==> config.mk <==
export PLATFORM = sky130hd
export DESIGN_NAME = accumulator_bank
export DESIGN_NICKNAME = d
export VERILOG_FILES = /design/src/rtl/accumulator_bank.sv
export SDC_FILE = /design/constraint.sdc
export NUM_CORES = 2
export LEC_CHECK = 0
export CAP_MARGIN = 20
export CORE_ASPECT_RATIO = 1.25
export CORE_MARGIN = 3
export CORE_UTILIZATION = 30
export CTS_CLUSTER_DIAMETER = 60
export DETAILED_ROUTE_END_ITERATION = 16
export PLACE_DENSITY_LB_ADDON = 0.1
export SYNTH_ARGS = -nofsm -noshare
export SYNTH_HDL_FRONTEND = slang
export SYNTH_SLANG_ARGS = --single-unit
==> constraint.sdc <==
create_clock -name clk -period 6.5 [get_ports clk]
set_input_delay 0.975 -clock clk [delete_from_list [all_inputs] [get_ports clk]]
set_output_delay 0.975 -clock clk [all_outputs]
set_load 0.05 [all_outputs]
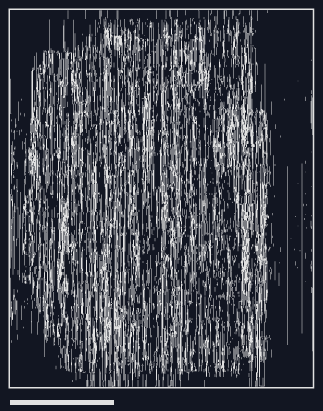
(M2 wires)
Bar = 100 um.
The longest straight run is 171 um. The layer carries 54.3 mm of wire. The layer holds 45% of the routed length. The wires run mostly vertical.
count of vias placed by the detailed router: 28,720
GR met2 Demand/Resource: 36.18%
final wirelength: 120.8 mm

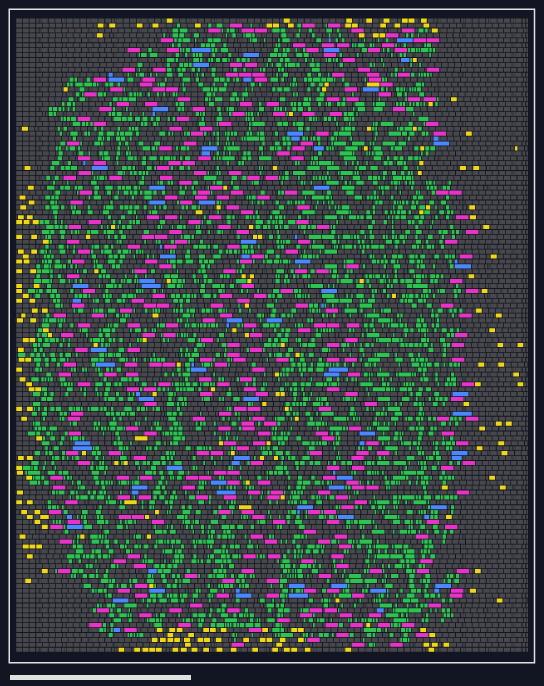
(cells coloured by class)
Bar = 100 um. Fill, decap, tap and diode cells in grey.
Magenta marks registers, cells 371, share of their area 22%. Green marks remaining logic cells, cells 3,377, share of their area 65%. Yellow marks remaining buffers and delay cells, cells 247, share of their area 7.0%. Blue marks clock drivers and dummy loads, cells 90, share of their area 5.3%.
final design utilization: 35.33%
fraction of area in registers: 21.15%

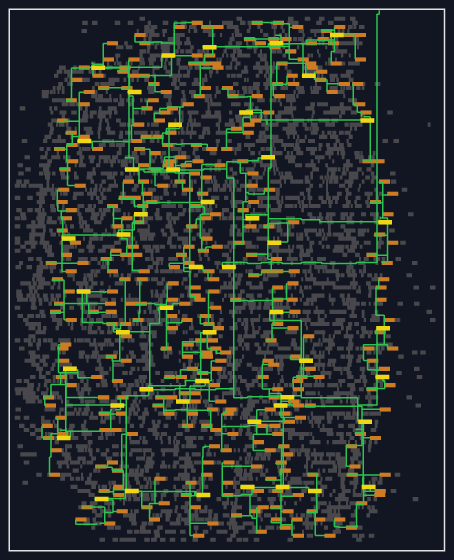
(routed clock nets over the placement)
Green marks clock wires, length 6,730 um. Orange marks flip-flops, count 371. Yellow marks clock-net drivers, count 48.
There are 49 routed clock nets. Position of the flops: all over the die.
clock-net power: 3.03 mW
worst setup skew after layout: 0.02514 ns

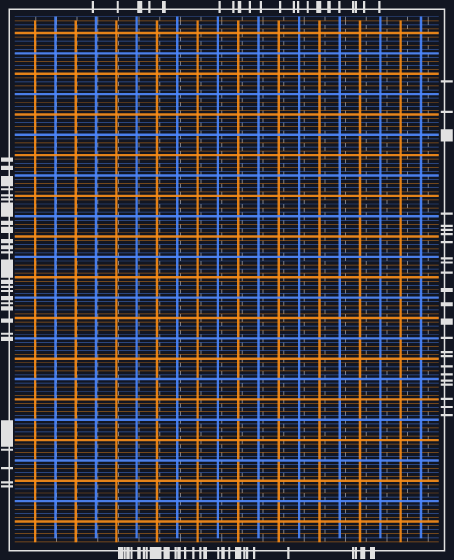
(PDN straps and rails)
Pins as bars on the die edge. Tap cells in grey.
Blue marks VDD. Orange marks VSS.
25 straps on met5. The core has 129 rows. 1,310 tap cells.
width of the chip: 289.9 um
Die Ht: 360.8 um
area of the core: 0.09943 mm^2
worst vdd ir: 0.1562 mV

==> reports/metrics.yaml <==
outcome: "finished clean"
synthArstFlopShare_pct: 0
crit_chain: "inv_1 -> fa_1 -> fa_1 -> inv_1 -> ha_1 -> fa_1 -> a21o_1 -> a221oi_2 -> a22o_2 -> o21ai_1 -> a41oi_1 -> o2bb2ai_1 -> nor4_1 -> o2111ai_1 -> or4_1 -> a21o_1 -> buf_4 -> a21oi_1 -> o22ai_1"
synth.yosys.num_cells: 3994
synth-seq-area-share_pct: 24.58
globalRouteTotalUtil_pct: 22.26
rows: 129
netlist-cell-type-count: 83
count_of_mapped_cells_out_of_synthesis: 3994
path_common_cell: "sky130_fd_sc_hd__fa_1"
netlist_top_cells_count: "417 x sky130_fd_sc_hd__nand2_1, 401 x sky130_fd_sc_hd__nor2_1, 379 x sky130_fd_sc_hd__a21oi_1, 371 x sky130_fd_sc_hd__dfxtp_1, 271 x sky130_fd_sc_hd__inv_1"
gp_congestion: 0.8910
layout_worst_path_cycle_share_pct: 87.99
viasPerCell: 5.323
drtAntennaViolNets: 0
global_route_overflow: 0
layout_top_cells: "415 x sky130_fd_sc_hd__nand2_1, 400 x sky130_fd_sc_hd__nor2_1, 379 x sky130_fd_sc_hd__a21oi_1, 371 x sky130_fd_sc_hd__dfxtp_1, 270 x sky130_fd_sc_hd__inv_1"
openroad.warnings: 32
synth-warning-count: 0
clock_sinks: 371
first_global_vias: 28050
tritoncts_clock_tree: "done"
fp_nets: 4423
clk-insertion-delay-late_ns: 0.62
critPathBufInv: 3
yosys_most_used_dff: "sky130_fd_sc_hd__dfxtp_1"
final.setup.worst_slack_ns: 0.7805
synthesis.area_mm2: 0.03022
buffer_ports.inserted: 180
synth_top_cell_by_area: "sky130_fd_sc_hd__dfxtp_1"
fp_util_pct: 30.39
pin_count: 181
cp_num_cells: 19
post_cts_resized: 0
drive_gt1_share_pct: 5.728
critPathMaxFanout: 31
worst_setup_path_end_kind: "register"
place_area_mm2: 0.03334
nets: 4474
netlist_top_cells_area: "sky130_fd_sc_hd__dfxtp_1 25%, sky130_fd_sc_hd__ha_1 8.4%, sky130_fd_sc_hd__a21oi_1 6.3%, sky130_fd_sc_hd__fa_1 5.6%, sky130_fd_sc_hd__nand2_1 5.2%"
wl_per_cell_um: 22.40
numCtsBuffers: 48
ys_chip_area_mm2: 0.03022
detailedPlacementHpwl_mm: 91.30
grt_first_pass_wirelength_mm: 181.5
kinds of logic after synthesis:
| kind of cell | share of synthesized area (%) |
|---|---|
| AND-OR/OR-AND | 25.60 |
| XOR/XNOR | 5.217 |
| buffers and inverters | 6.563 |
| flip-flops | 24.58 |
| multiplexers | 3.751 |
| adder cells (fa/ha/maj) | 14.04 |
| AND/OR/NAND/NOR | 20.25 |
layer usage:
| metal | wire (um) | global-route usage (%) |
|---|---|---|
| met3 | 4828 | 2.302 |
| met4 | 2154 | 4.380 |
| met5 | 11 | 0 |
| met1 | 59530 | 31.95 |
| met2 | 54300 | 36.18 |
per-stage QoR:
| step | cells | utilization, % |
|---|---|---|
| CTS | 5395 | 35.33 |
| detailed placement | 5305 | 33.53 |
| global placement | 5305 | 33.53 |
| finish | 5395 | 35.33 |
| global route | 5395 | 35.33 |
| floorplan | 3994 | - |
final cells by class:
| type | instances | area, um^2 | share of cell area [%] |
|---|---|---|---|
| Timing Repair Buffer | 247 | 2352 | 6.697 |
| Clock inverter | 29 | 412.9 | 1.176 |
| Inverter | 273 | 1030 | 2.932 |
| Sequential cell | 371 | 7427 | 21.15 |
| Tap cell | 1310 | 1639 | 4.667 |
| Clock buffer | 61 | 1373 | 3.908 |
| Multi-Input combinational cell | 3104 | 20890 | 59.48 |
report_power, final:
part | internal (mW) | switching (mW)
Combinational | 0.810 | 1.40
Clock | 1.83 | 1.20
Sequential | 2.42 | 0.134
Total | 5.06 | 2.73
Power is estimated from default activity; no workload was simulated.
